Fig. 1: run 1, clock network drawn from the DEF
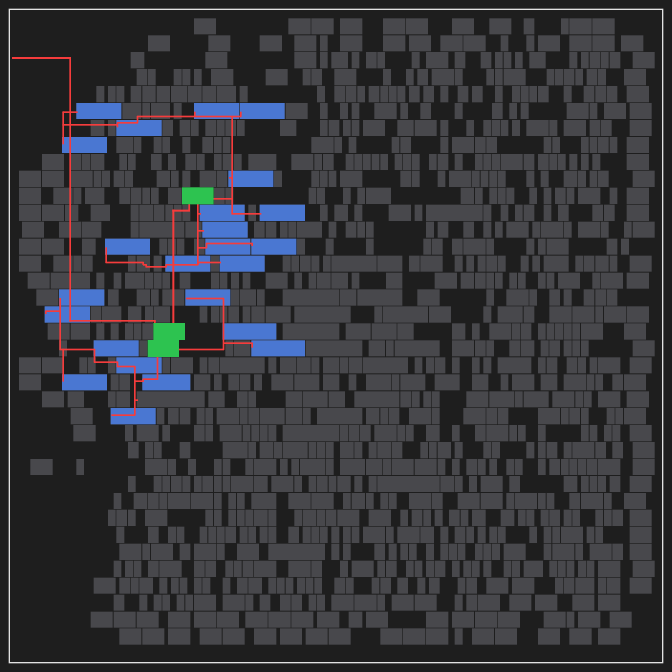
Fig. 2: run 1, met4 routing
The bar under the picture is 20 um long.
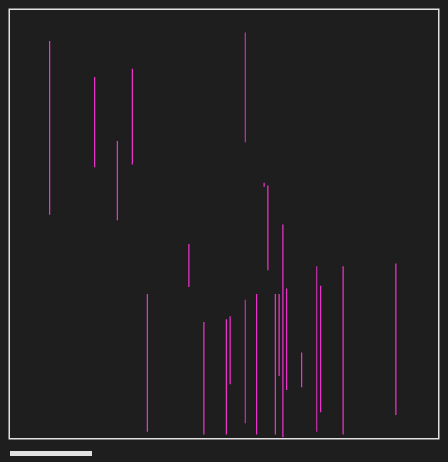
Fig. 3: run 1, clock nets
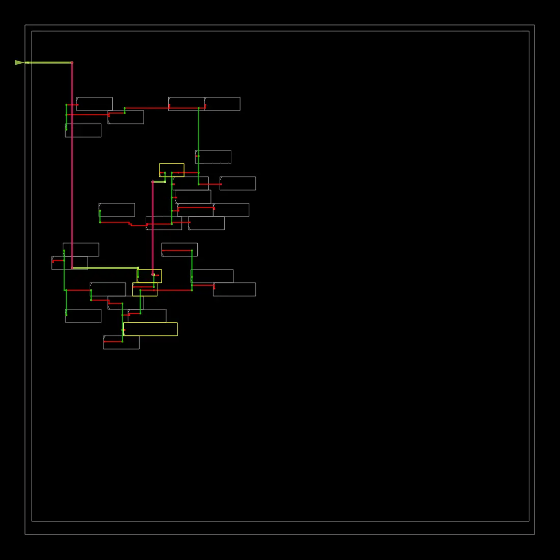
Fig. 4: run 1, I/O pins on the die edge
Pins as bars across the die edge, other pins in grey.
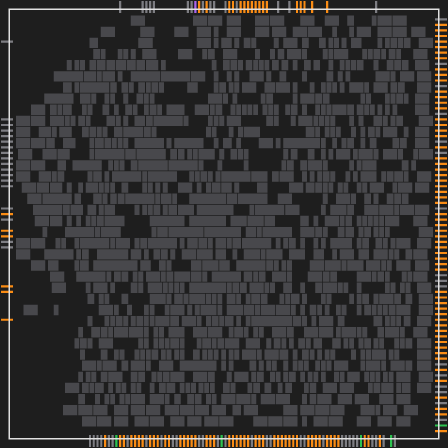
--- config.mk ---
export PLATFORM = sky130hd
export DESIGN_NAME = riscv_checkpoint_monitor_flat
export DESIGN_NICKNAME = d
export VERILOG_FILES = /design/src/rtl/riscv_mon_pkg.sv /design/src/rtl/riscv_checkpoint_monitor_if.sv /design/src/rtl/riscv_mon_timer.sv /design/src/rtl/riscv_checkpoint_monitor.sv /design/src/flat_wrapper.sv
export SDC_FILE = /design/constraint.sdc
export NUM_CORES = 1
export LEC_CHECK = 0
export ABC_AREA = 1
export CAP_MARGIN = 20
export CORE_UTILIZATION = 37
export CTS_BUF_LIST = sky130_fd_sc_hd__clkbuf_8
export CTS_CLUSTER_SIZE = 12
export DETAILED_ROUTE_END_ITERATION = 7
export MAX_ROUTING_LAYER = met4
export PLACE_DENSITY_LB_ADDON = 0.3
export SLEW_MARGIN = 20
export SYNTH_ARGS = -nofsm -noshare
export SYNTH_HDL_FRONTEND = slang
export SYNTH_SLANG_ARGS = --single-unit
--- constraint.sdc ---
create_clock -name clk -period 2.6 [get_ports clk]
set_clock_uncertainty 0.15 [all_clocks]
set_input_delay 0.26 -clock clk [delete_from_list [all_inputs] [get_ports clk]]
set_output_delay 0.26 -clock clk [all_outputs]
set_load 0.005 [all_outputs]
--- src/rtl/riscv_mon_pkg.sv ---
// Shared types for the checkpoint monitor: FSM state encoding and fail-cause codes.
package riscv_mon_pkg;

  typedef enum logic [1:0] {
    RUN  = 2'd0,
    PASS = 2'd1,
    FAIL = 2'd2
  } mon_state_e;

  localparam logic [1:0] CAUSE_NONE  = 2'd0;
  localparam logic [1:0] CAUSE_TMO   = 2'd1;
  localparam logic [1:0] CAUSE_STALL = 2'd2;

endpackage

--- src/rtl/riscv_checkpoint_monitor_if.sv ---
// Retirement stream, checkpoint table and verdict outputs of the checkpoint monitor.
// Handshake: retire_valid qualifies pc/leds for exactly one cycle; there is no ready, the monitor always accepts.
interface riscv_checkpoint_monitor_if
  import riscv_mon_pkg::*;
#(
  parameter int XLEN     = 32,
  parameter int LED_W    = 5,
  parameter int NUM_CKPT = 4,
  parameter int TMO_W    = 16
) ();
  localparam int IDX_W = $clog2(NUM_CKPT + 1);

  logic                      retire_valid;
  logic [XLEN-1:0]           pc;
  logic [LED_W-1:0]          leds;
  logic [NUM_CKPT*XLEN-1:0]  ckpt_pc;
  logic [NUM_CKPT*LED_W-1:0] ckpt_leds;
  logic [TMO_W-1:0]          tmo_limit;
  logic [IDX_W-1:0]          ckpt_idx;
  logic                      done;
  logic                      pass;
  logic [1:0]                fail_cause;
  mon_state_e                state;

  modport master (
    output retire_valid, pc, leds, ckpt_pc, ckpt_leds, tmo_limit,
    input  ckpt_idx, done, pass, fail_cause, state
  );

  modport slave (
    input  retire_valid, pc, leds, ckpt_pc, ckpt_leds, tmo_limit,
    output ckpt_idx, done, pass, fail_cause, state
  );
endinterface

--- src/rtl/riscv_mon_timer.sv ---
// Saturating up-counter with synchronous clear, used as the inter-checkpoint timeout.
module riscv_mon_timer #(
  parameter int TMO_W = 16
) (
  input  logic             clk,
  input  logic             reset,
  input  logic             en_i,
  input  logic             clr_i,
  output logic [TMO_W-1:0] count_o
);
  logic [TMO_W-1:0] count_q, count_d;

  always_comb begin
    count_d = count_q;
    if (clr_i) begin
      count_d = '0;
    end else if (en_i && (count_q != {TMO_W{1'b1}})) begin
      count_d = count_q + TMO_W'(1);
    end
  end

  always_ff @(posedge clk) begin
    if (reset) count_q <= '0;
    else       count_q <= count_d;
  end

  assign count_o = count_q;
endmodule

--- src/rtl/riscv_checkpoint_monitor.sv ---
// Watches retired pcs/leds against an ordered checkpoint list and reports pass, timeout or stall.
// Stall detection is built only when RISCV_MON_STALL_DETECT_EN is defined.
module riscv_checkpoint_monitor
  import riscv_mon_pkg::*;
#(
  parameter int XLEN        = 32,
  parameter int LED_W       = 5,
  parameter int NUM_CKPT    = 4,
  parameter int TMO_W       = 16,
  parameter int STALL_LIMIT = 8
) (
  input logic                      clk,
  input logic                      reset,
  riscv_checkpoint_monitor_if.slave mon
);
  localparam int IDX_W = $clog2(NUM_CKPT + 1);

  if (NUM_CKPT < 1 || NUM_CKPT > 16 || STALL_LIMIT < 1) begin : g_bad_param
    $error("riscv_checkpoint_monitor: NUM_CKPT must be 1..16 and STALL_LIMIT >= 1");
  end

  mon_state_e       state_q, state_d;
  logic [IDX_W-1:0] idx_q, idx_d;
  logic             done_q, done_d;
  logic             pass_q, pass_d;
  logic [1:0]       cause_q, cause_d;
  logic [XLEN-1:0]  cur_pc;
  logic [LED_W-1:0] cur_leds;
  logic [TMO_W-1:0] tmo_cnt;
  logic             match, tmo_hit, stall_hit;

  always_comb begin
    cur_pc   = '0;
    cur_leds = '0;
    for (int k = 0; k < NUM_CKPT; k++) begin
      if (idx_q == IDX_W'(k)) begin
        cur_pc   = mon.ckpt_pc[k*XLEN +: XLEN];
        cur_leds = mon.ckpt_leds[k*LED_W +: LED_W];
      end
    end
  end

  assign match   = (state_q == RUN) && mon.retire_valid &&
                   (mon.pc == cur_pc) && (mon.leds == cur_leds);
  assign tmo_hit = (state_q == RUN) && (mon.tmo_limit != '0) && (tmo_cnt == mon.tmo_limit);

  riscv_mon_timer #(.TMO_W(TMO_W)) u_timer (
    .clk     (clk),
    .reset   (reset),
    .en_i    (state_q == RUN),
    .clr_i   (match),
    .count_o (tmo_cnt)
  );

`ifdef RISCV_MON_STALL_DETECT_EN
  localparam int STALL_W = $clog2(STALL_LIMIT + 1);

  logic [STALL_W-1:0] stall_cnt_q, stall_cnt_d;
  logic [XLEN-1:0]    prev_pc_q, prev_pc_d;
  logic               same_pc;

  assign same_pc = mon.retire_valid && (mon.pc == prev_pc_q);
  // stall_cnt counts repeats, so a run of STALL_LIMIT identical pcs trips on its last retirement.
  assign stall_hit = (state_q == RUN) && same_pc && ((int'(stall_cnt_q) + 2) >= STALL_LIMIT);

  always_comb begin
    stall_cnt_d = stall_cnt_q;
    prev_pc_d   = prev_pc_q;
    if ((state_q == RUN) && mon.retire_valid) begin
      prev_pc_d = mon.pc;
      if (!same_pc)                         stall_cnt_d = '0;
      else if (int'(stall_cnt_q) < STALL_LIMIT) stall_cnt_d = stall_cnt_q + STALL_W'(1);
    end
  end

  always_ff @(posedge clk) begin
    if (reset) begin
      stall_cnt_q <= '0;
      prev_pc_q   <= '0;
    end else begin
      stall_cnt_q <= stall_cnt_d;
      prev_pc_q   <= prev_pc_d;
    end
  end
`else
  assign stall_hit = 1'b0;
`endif

  // Priority: match, then stall, then timeout.
  always_comb begin
    state_d = state_q;
    idx_d   = idx_q;
    done_d  = done_q;
    pass_d  = pass_q;
    cause_d = cause_q;
    if (match) begin
      idx_d = idx_q + IDX_W'(1);
      if (idx_q == IDX_W'(NUM_CKPT - 1)) begin
        state_d = PASS;
        done_d  = 1'b1;
        pass_d  = 1'b1;
      end
    end else if (stall_hit) begin
      state_d = FAIL;
      done_d  = 1'b1;
      cause_d = CAUSE_STALL;
    end else if (tmo_hit) begin
      state_d = FAIL;
      done_d  = 1'b1;
      cause_d = CAUSE_TMO;
    end
  end

  always_ff @(posedge clk) begin
    if (reset) begin
      state_q <= RUN;
      idx_q   <= '0;
      done_q  <= 1'b0;
      pass_q  <= 1'b0;
      cause_q <= CAUSE_NONE;
    end else begin
      state_q <= state_d;
      idx_q   <= idx_d;
      done_q  <= done_d;
      pass_q  <= pass_d;
      cause_q <= cause_d;
    end
  end

  assign mon.ckpt_idx   = idx_q;
  assign mon.done       = done_q;
  assign mon.pass       = pass_q;
  assign mon.fail_cause = cause_q;
  assign mon.state      = state_q;
endmodule

--- src/flat_wrapper.sv ---
// flat-port wrapper written by rule: the top's interface ports become plain ports
module riscv_checkpoint_monitor_flat import riscv_mon_pkg::*;
#(
  parameter int XLEN        = 32,
  parameter int LED_W       = 5,
  parameter int NUM_CKPT    = 4,
  parameter int TMO_W       = 16,
  parameter int STALL_LIMIT = 8
)
  (clk, reset, mon_retire_valid, mon_pc, mon_leds, mon_ckpt_pc, mon_ckpt_leds, mon_tmo_limit, mon_ckpt_idx, mon_done, mon_pass, mon_fail_cause, mon_state);
  riscv_checkpoint_monitor_if #(.XLEN(XLEN), .LED_W(LED_W), .NUM_CKPT(NUM_CKPT), .TMO_W(TMO_W)) mon_i ();
  input logic clk;
  input logic reset;
  input wire logic [$bits(mon_i.retire_valid)-1:0] mon_retire_valid;
  input wire logic [$bits(mon_i.pc)-1:0] mon_pc;
  input wire logic [$bits(mon_i.leds)-1:0] mon_leds;
  input wire logic [$bits(mon_i.ckpt_pc)-1:0] mon_ckpt_pc;
  input wire logic [$bits(mon_i.ckpt_leds)-1:0] mon_ckpt_leds;
  input wire logic [$bits(mon_i.tmo_limit)-1:0] mon_tmo_limit;
  output wire logic [$bits(mon_i.ckpt_idx)-1:0] mon_ckpt_idx;
  output wire logic [$bits(mon_i.done)-1:0] mon_done;
  output wire logic [$bits(mon_i.pass)-1:0] mon_pass;
  output wire logic [$bits(mon_i.fail_cause)-1:0] mon_fail_cause;
  output wire logic [$bits(mon_i.state)-1:0] mon_state;
  assign mon_i.retire_valid = mon_retire_valid;
  assign mon_i.pc = mon_pc;
  assign mon_i.leds = mon_leds;
  assign mon_i.ckpt_pc = mon_ckpt_pc;
  assign mon_i.ckpt_leds = mon_ckpt_leds;
  assign mon_i.tmo_limit = mon_tmo_limit;
  assign mon_ckpt_idx = mon_i.ckpt_idx;
  assign mon_done = mon_i.done;
  assign mon_pass = mon_i.pass;
  assign mon_fail_cause = mon_i.fail_cause;
  assign mon_state = mon_i.state;
  riscv_checkpoint_monitor #(.XLEN(XLEN), .LED_W(LED_W), .NUM_CKPT(NUM_CKPT), .TMO_W(TMO_W), .STALL_LIMIT(STALL_LIMIT)) u_core (.clk(clk), .reset(reset), .mon(mon_i));
endmodule
==> impl_metrics.toml, run 1 <==
# generated from flow reports
[run_status]
status = "complete, but fails checks"
violations = "setup timing"

[finish]
drive_above_1_share_pct = 10.8
syn_to_final_growth_pct = 76.1
buf_share_pct = 37.5
final_cells = 1167
clk_share_pct = 1.04
n_fill_cell = 955
nets = 1241
post-route-util_pct = 66.8
antennaDiodeCount = 1
inverters = 134
final_area_sq_mm = 0.00686
mostFrequentLayoutCell = "nand2_1"

[route]
drc = 0
vias_per_cell = 4.90
wire_per_inst_um = 14.2
drt_iter0_markers = 342
drtAntennaViolNets = 0
firstDrtPassIters = 5

[sta]
hold_ws_ns = 0.309
fin_tns_setup_ns = -0.0138
finalSetupViolations = 2
finalCritPeriodShare_pct = 100
slew_headroom_pct = 62.9
final.setup.worst_slack_ns = -0.00745
rsz0062_at_grt = "true"
tightest_slew_ns = 0.552

[power]
cellLeakagePower_nw = 3.30
ir_worst_vdd_uv = 242
maxPowerGroup = "combinational logic"
p_comb_uw = 569
p_seq_uw = 372
p_int_uw = 931
seqPwrFrac_pct = 29.4
p_sw_uw = 334
p_comb_share_pct = 45.0
swShare_pct = 26.4
p_total_mw = 1.26

[worst_setup_path]
crit_end = "u_core.mon.ckpt_idx[1]$_SDFFE_PP0P_"
crit_path_max_incr_delay_ns = 0.40
critical_path.max_fanout = 5
worstSetupPathType = "flop to flop"
cp_cell_sequence = "buf_6, ha_4, inv_4, nor2_4, buf_6, nand2_1, nand3_1, nand2_2, nand3_2, nand2_1, nor2_1, nand2_2, nor2_4, nand2_2, nor2_4, nand2_4, nor2_1, nor2_1"
start_kind = "flop"
crit_start = "u_core.mon.ckpt_idx[0]$_SDFFE_PP0P_"
cpMaxStageDelayCell = "dfxtp_4"
r2r_start = "u_core.mon.ckpt_idx[0]$_SDFFE_PP0P_"
path_delay_family = "simple AND/OR/NAND/NOR gates"
cp.buffers_inverters = 3

[logic_synthesis]
synth.logic.top_family = "simple AND/OR/NAND/NOR gates"
synth_area_per_cell_sq_um = 4.85
synth-cells-yosys = 803
ys_sh_mux_pct = 0
postSynthCellCount = 803
mappedNetlistNets = 1013
yosys.cell_count.top_type = "nand2_1"
topCellsByArea = "nand2_1 (32%), nand3_1 (14%), inv_1 (12%), dfxtp_1 (12%), nor2_1 (6.2%)"
ff_type = "dfxtp_1"
synthSimpleGateAreaFrac_pct = 58.4
synthDistinctLibCells = 35
synthArstFlopShare_pct = 0
synthAoiAreaFrac_pct = 8.32
synth_warnings = 0
ys.flops = 24
synth_seq_share_pct = 12.3
syn_area_sq_mm = 0.00390

[place]
port_buffers = 211
placement.cell_area_sq_mm = 0.00633
placedCellCount = 1154
hpwl_um = 12600

[floorplanning]
rows = 37
io_pins = 213
initCoreUtil_pct = 37.9
core_area_sq_mm = 0.0103
taps = 136

[global_routing]
grt_pass1_wl_um = 25300
grt_max_degree = 26
grt.total_usage_pct = 29.3

[clocking]
cts.clk_slew.worst_paths_ns = 0.09
cts_max_level = 1
hold_buffers = 0

[min_path]
min_path_cells = 2
min_to = "u_core.mon.pass$_SDFFE_PP0P_"

[flow_run]
maxCapViolCount = 0
About Fig. 1:
- red: clock wires (length 289 um)
- green: cells driving clock nets (count 3)
- blue: flip-flops (count 24)
- routed clock nets: 4
Clock group: 324 uW
Clk pwr share: 25.6%
Latency at later pin: 0.27 ns

About Fig. 2:
- nets with wire on the layer: 22
- main direction: vertical
WL final: 16600 um
via count: 5718

About Fig. 3:
Seq cells: 24
total clock sinks: 24
Layout clock buffers: 3
total clock buffers created by CTS: 3

About Fig. 4:
- green: mon_leds (pins 5; direction input; edge 4 south, 1 east)
- purple: mon_pass (pins 1; direction output; edge north)
- orange: mon_ckpt_pc (pins 128; direction input; edge 58 east, 47 south, 17 north, 6 west)
Die H: 105 um
chip width: 105 um

-- run 1: registers in the layout, summed over array words and instances (netlist names) --
name,cells
u_core.mon.pass,1
u_core.mon.state,2
u_core.mon.ckpt_idx,3
u_core.u_timer.count_o,16
u_core.mon.fail_cause,1
u_core.mon.done,1
-- run 1: repair_timing --
action	CTS	global route
endpoints found under the setup margin	18	24
setup buffers	0	3
pin swaps	1	15
gates resized	11	99
gates cloned	2	3
-- run 1: routing by layer --
layer | GRT usage [%] | up-vias | routed length (um)
met1 | 34.4 | 2480 | 6710
met2 | 50.3 | 251 | 7860
met5 | - | - | 0
met4 | 11.7 | 0 | 618
li1 | - | 2941 | -
met3 | 4.37 | 46 | 1440
Fig. 5: run 1, drive-strength map
The bar under the picture is 20 um long.
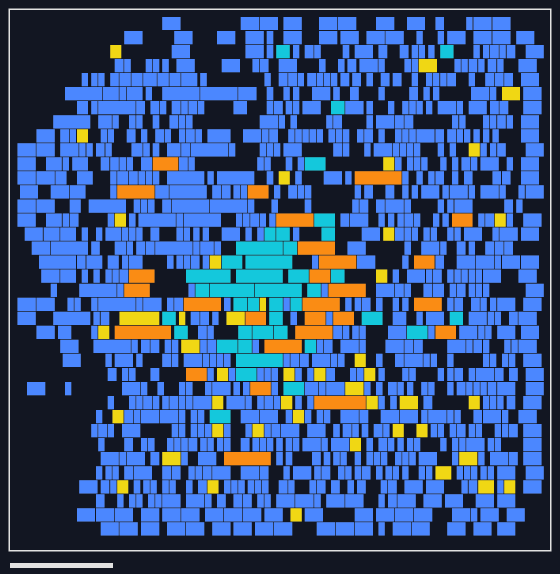

==> run 2, diff against run 1 <==
CORE_MARGIN = 4   (was not set)
Fig. 6: run 2, drive-strength map
The bar under the picture is 20 um long.
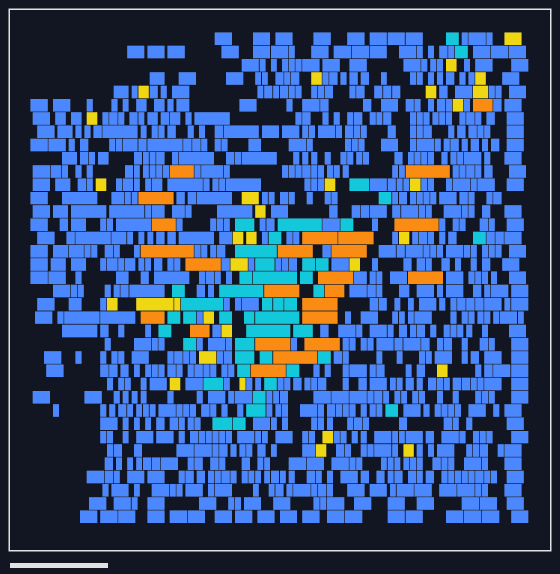
- yellow: drive 2 (cells 31)
- orange: drive 6 and up (cells 24)
- blue: drive 1 or less (cells 934)
- cyan: drive 3 to 4 (cells 45)
synthesis-to-finish area growth: 76.0%
post-route setup slack: 0.0203 ns

Fig. 7: run 2, clock network drawn from the DEF
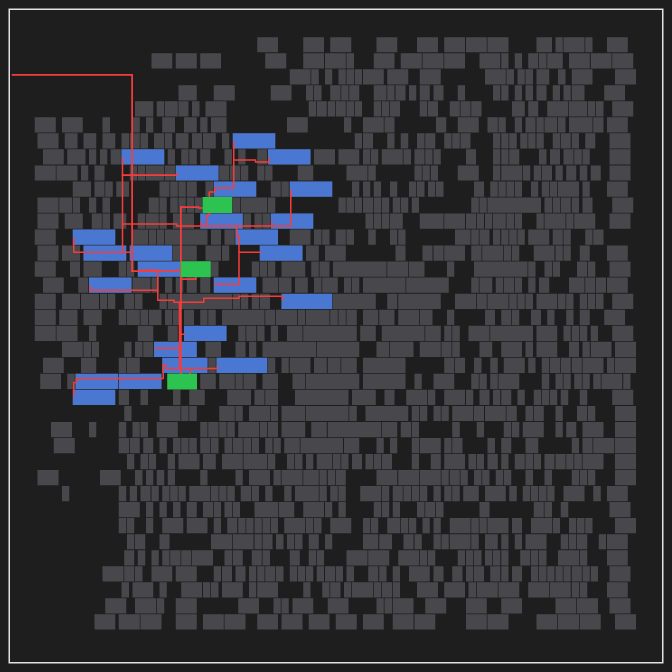
Clk pwr share: 26.2%
Clock group: 332 uW

Fig. 8: run 2, clock nets
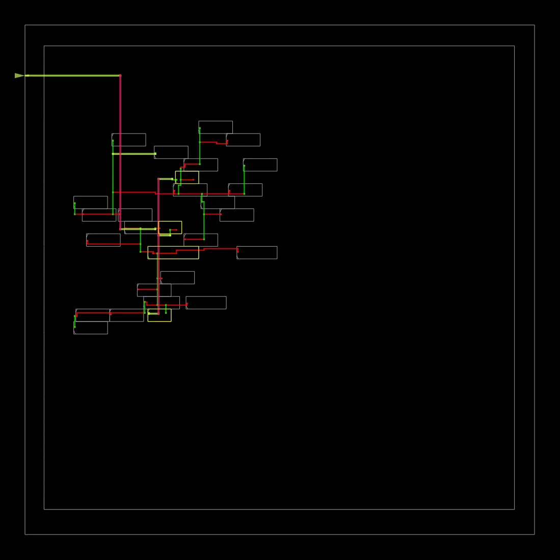

==> run 2 against run 1 <==
Effect of this change:
- the flow now finishes without violations
- first-iteration DRC count increased by 34%
- die area increased by 12%
- final cell count increased by 0.26%
- synthesized cell count unchanged
- hold slack improved by 0.012 ns
- combinational power decreased by 1%
- worst setup slack improved by 0.028 ns
- cell area about the same
- via count increased by 0.56%
- critical path type unchanged
==> impl_metrics.toml, run 2 <==
# generated from flow reports
[global_routing]
grt_pass1_wl_um = 26800
grt.total_usage_pct = 27.0
grt_util_met3_pct = 3.78
use_met2_pct = 46.7
top_usage_layer = "met2"
met1_usage_pct = 34.1

[power]
p_sw_uw = 336
ir_worst_vdd_uv = 252
p_comb_share_pct = 44.4
cellLeakagePower_nw = 3.33
seqPwrFrac_pct = 29.4
swShare_pct = 26.5
p_seq_uw = 372
p_comb_uw = 562
maxPowerGroup = "combinational logic"
p_total_mw = 1.27

[min_path]
min_path_cells = 2
min_to = "u_core.mon.pass$_SDFFE_PP0P_"

[worst_setup_path]
r2r_start = "u_core.mon.ckpt_idx[0]$_SDFFE_PP0P_"
crit_start = "u_core.mon.ckpt_idx[0]$_SDFFE_PP0P_"
cp.buffers_inverters = 3
crit_path_max_incr_delay_ns = 0.38
critical_path.max_fanout = 5
cpMaxStageDelayCell = "dfxtp_4"
start_kind = "flop"

[floorplanning]
rows = 37
die.size.x_um = 111
core_area_sq_mm = 0.0103
die_y_um = 111
initCoreUtil_pct = 37.9

[logic_synthesis]
ff_type = "dfxtp_1"
ys_sh_mux_pct = 0
synthArstFlopShare_pct = 0
syn_area_sq_mm = 0.00390
topCellsByArea = "nand2_1 (32%), nand3_1 (14%), inv_1 (12%), dfxtp_1 (12%), nor2_1 (6.2%)"
synth_warnings = 0
ys.flops = 24
synth_area_per_cell_sq_um = 4.85
synth_seq_share_pct = 12.3
synthAoiAreaFrac_pct = 8.32
postSynthCellCount = 803

[clocking]
cts_buffers = 3
clk_latency_ns = 0.27
cts_max_level = 1
cts_num_sinks = 24
cts_resized = 18
cts_setup_buffers = 2
cts.clk_slew.worst_paths_ns = 0.09

[finish]
mostFrequentLayoutCell = "nand2_1"
post-route-util_pct = 66.7
final_cells = 1170
nets = 1245
final_area_sq_mm = 0.00686

[route]
drtAntennaViolNets = 0
firstDrtPassIters = 7
vias_per_cell = 4.91
drt-total-wl_um = 17300
wire_per_inst_um = 14.8
drc = 0

[sta]
finalCritPeriodShare_pct = 99.2
fin_tns_setup_ns = 0
hold_ws_ns = 0.320
rsz0062_at_grt = "true"

[run_status]
status = "completed"

[place]
placement.cell_area_sq_mm = 0.00637
hpwl_um = 13500
port_buffers = 211
[run 2: cell counts after synthesis]
Identical to the previous run, type by type.
[run 2: layout make-up]
cell class                 instances  area [sq um]
clock inverter                     1          30.0
fill                             978          3420
inverter                         134           513
multi-input combinational        619          2980
tap                              136           170
sequential                        24           489
timing repair buffer             253          2630
clock buffer                       3          41.3
[run 2: logic make-up (layout without fill, tap and decap cells)]
family / Yosys count / in the layout
fa+ha+maj: 6 / 6
flops: 24 / 24
xor+xnor: 10 / 10
other cells: 1 / 1
buf+inv: 161 / 391
simple gates: 540 / 541
compound gates: 61 / 61
[run 2: metal layers]
metal / vias to the layer above / part of all wire, % / routed length [um]
met2: 222 / 49 / 8500
met5: - / 0 / 0
met1: 2567 / 42 / 7270
met4: 0 / 1.4 / 240
met3: 17 / 7.4 / 1270
li1: 2944 / - / -
Fig. 9: run 2, I/O pins on the die edge
Pins as bars across the die edge, other pins in grey.
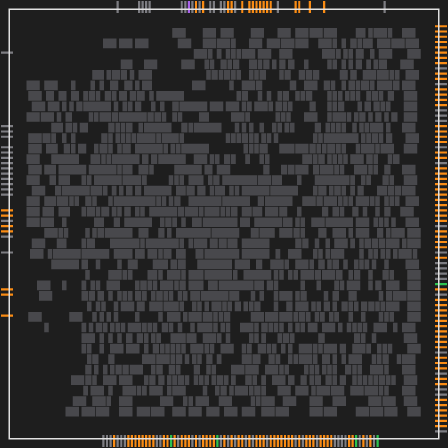

==> run 3, diff against run 2 <==
CORE_MARGIN = 2   (was 4)
CTS_BUF_LIST = sky130_fd_sc_hd__clkbuf_4 sky130_fd_sc_hd__clkbuf_8   (was sky130_fd_sc_hd__clkbuf_8)
Fig. 10: run 3, I/O pins on the die edge
Pins as bars across the die edge, other pins in grey.
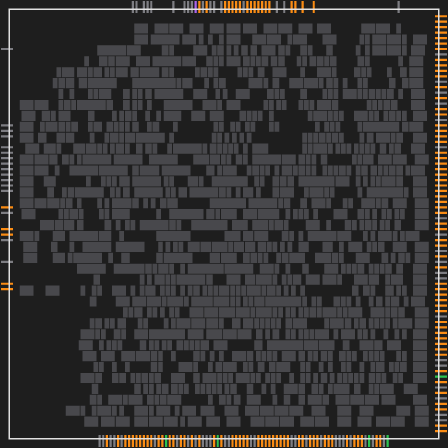
- purple: mon_pass (pins 1; direction output; edge north)
- green: mon_leds (pins 5; direction input; edge 4 south, 1 east)
- orange: mon_ckpt_pc (pins 128; direction input; edge 57 east, 48 south, 18 north, 5 west)
- all pins by edge: 79 south, 77 east, 36 north, 21 west
Die H: 107 um
port buffer count: 211

Fig. 11: run 3, met4 routing
The bar under the picture is 20 um long.
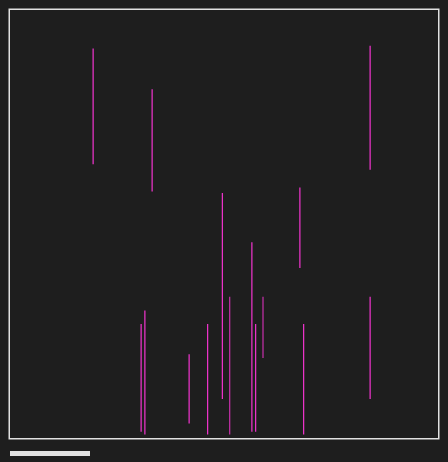
WL final: 16800 um
via count: 5698

Fig. 12: run 3, clock nets
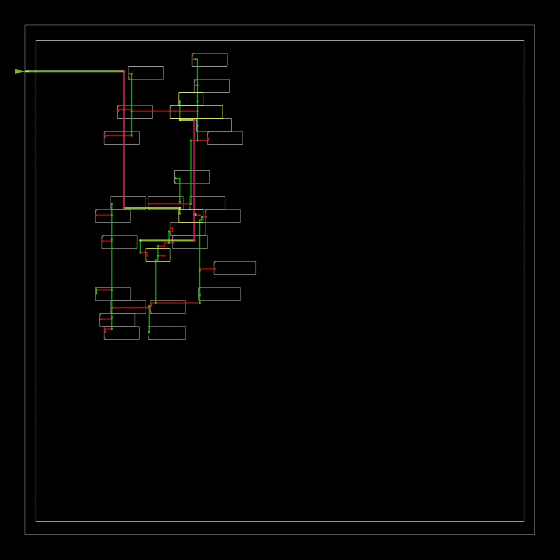
Clock group: 327 uW

==> run 3 against run 2 <==
Effect of this change:
- final cell count hardly changed
- clock power is 2% lower
- flip-flop count stayed put
- sequential power hardly changed
- global-route usage is 0.95 points higher
- power is 0.63% lower
- largest cell class unchanged
- largest power group unchanged
==> impl_metrics.toml, run 3 <==
# generated from flow reports
[place]
hpwl_um = 13000
placedCellCount = 1154

[logic_synthesis]
synthArstFlopShare_pct = 0
synth_warnings = 0
postSynthCellCount = 803
yosys.cell_count.top_type = "nand2_1"
syn_area_sq_mm = 0.00390
topCellsByArea = "nand2_1 (32%), nand3_1 (14%), inv_1 (12%), dfxtp_1 (12%), nor2_1 (6.2%)"
ys_sh_mux_pct = 0
synth_seq_share_pct = 12.3
ys.flops = 24
synth_area_per_cell_sq_um = 4.85
ff_type = "dfxtp_1"
synthAoiAreaFrac_pct = 8.32
synthSimpleGateAreaFrac_pct = 58.4

[route]
drt-met1-wl_um = 6940
routed.top_layer = "met4"
vias_per_cell = 4.87
wire_per_inst_um = 14.4
drc = 0
drtAntennaViolNets = 0
wl_met3_um = 1330
met2_length_um = 8140
firstDrtPassIters = 6

[global_routing]
met1_usage_pct = 33.3
top_usage_layer = "met2"
grt_pass1_wl_um = 25000
use_met2_pct = 49.4
grt.total_usage_pct = 28.0
grt_util_met3_pct = 4.62

[floorplanning]
taps = 136
core_area_sq_mm = 0.0103
die.size.x_um = 107
initCoreUtil_pct = 37.9
rows = 37

[power]
maxPowerGroup = "combinational logic"
ir_worst_vdd_uv = 186
swShare_pct = 26.1
p_seq_uw = 372
seqPwrFrac_pct = 29.6
p_comb_share_pct = 44.4
cellLeakagePower_nw = 3.33
p_comb_uw = 558
p_total_mw = 1.26
clkPwrFrac_pct = 26.0
p_sw_uw = 329

[finish]
final_cells = 1169
num-clock-buffers = 3
final_area_sq_mm = 0.00687
syn_to_final_growth_pct = 76.3
sh_comb_area_pct = 43.4
logic_area_sq_mm = 0.00298
buffers = 251
n_fill_cell = 950
flop_area_sq_um = 489
post-route-util_pct = 66.8
ff_count = 24
nets = 1244
buf_share_pct = 38.5
nMultiInputCombCells = 620
sh_seq_area_pct = 7.12
mostFrequentLayoutCell = "nand2_1"
clk_share_pct = 1.04
inverters = 134

[clocking]
cts_buffers = 3
cts_max_level = 1
cts.clk_slew.worst_paths_ns = 0.09
cts_num_sinks = 24
clk_latency_ns = 0.27

[sta]
fin_tns_setup_ns = 0
final.setup.worst_slack_ns = 0.0316
finalSetupViolations = 0
rsz0062_at_grt = "true"
finalCritPeriodShare_pct = 98.8

[worst_setup_path]
start_kind = "flop"
r2r_end = "u_core.mon.ckpt_idx[0]$_SDFFE_PP0P_"
cp_cell_sequence = "ha_2, ha_4, inv_6, buf_4, or2_2, nand3b_1, nand2_1, nor2_1, nand2_1, nor2_2, nand2_2, nor2_4, nand2_4, o21ai_2, nor2_1"
crit_path_max_incr_delay_ns = 0.41
cp.buffers_inverters = 2
crit_start = "u_core.mon.ckpt_idx[0]$_SDFFE_PP0P_"
regToRegSetupSlack_ns = 0.03
critical_path.max_fanout = 6
r2r_start = "u_core.mon.ckpt_idx[0]$_SDFFE_PP0P_"
cpMaxStageDelayCell = "dfxtp_4"

[run_status]
status = "completed"

[min_path]
min_path_cells = 2
min_to = "u_core.mon.pass$_SDFFE_PP0P_"
run 3: cell types whose count changed in the layout (fill, tap and decap cells not counted), moves of 3 or more:
cell       previous run  this run
o21ai_1              11        18
buf_12               11         7
clkbuf_16             3         6
o21ai_0              30        22
nand2_2              10         5
nand2_1             317       322
buf_6                 3         8
buf_4                25        18
run 3: cells by family (layout without fill, tap and decap cells):
family,Yosys count,in the layout
compound gates,61,61
flops,24,24
buf+inv,161,389
fa+ha+maj,6,6
xor+xnor,10,10
other cells,1,1
simple gates,540,542
run 3: what timing repair did:
item	4_1_cts	5_1_grt
endpoints found under the hold margin	0	0
resized	9	71
pin swaps	1	29
setup buffers	0	2
cloned	1	8
endpoints found under the setup margin	18	24
Power and IR drop assume default switching activity.
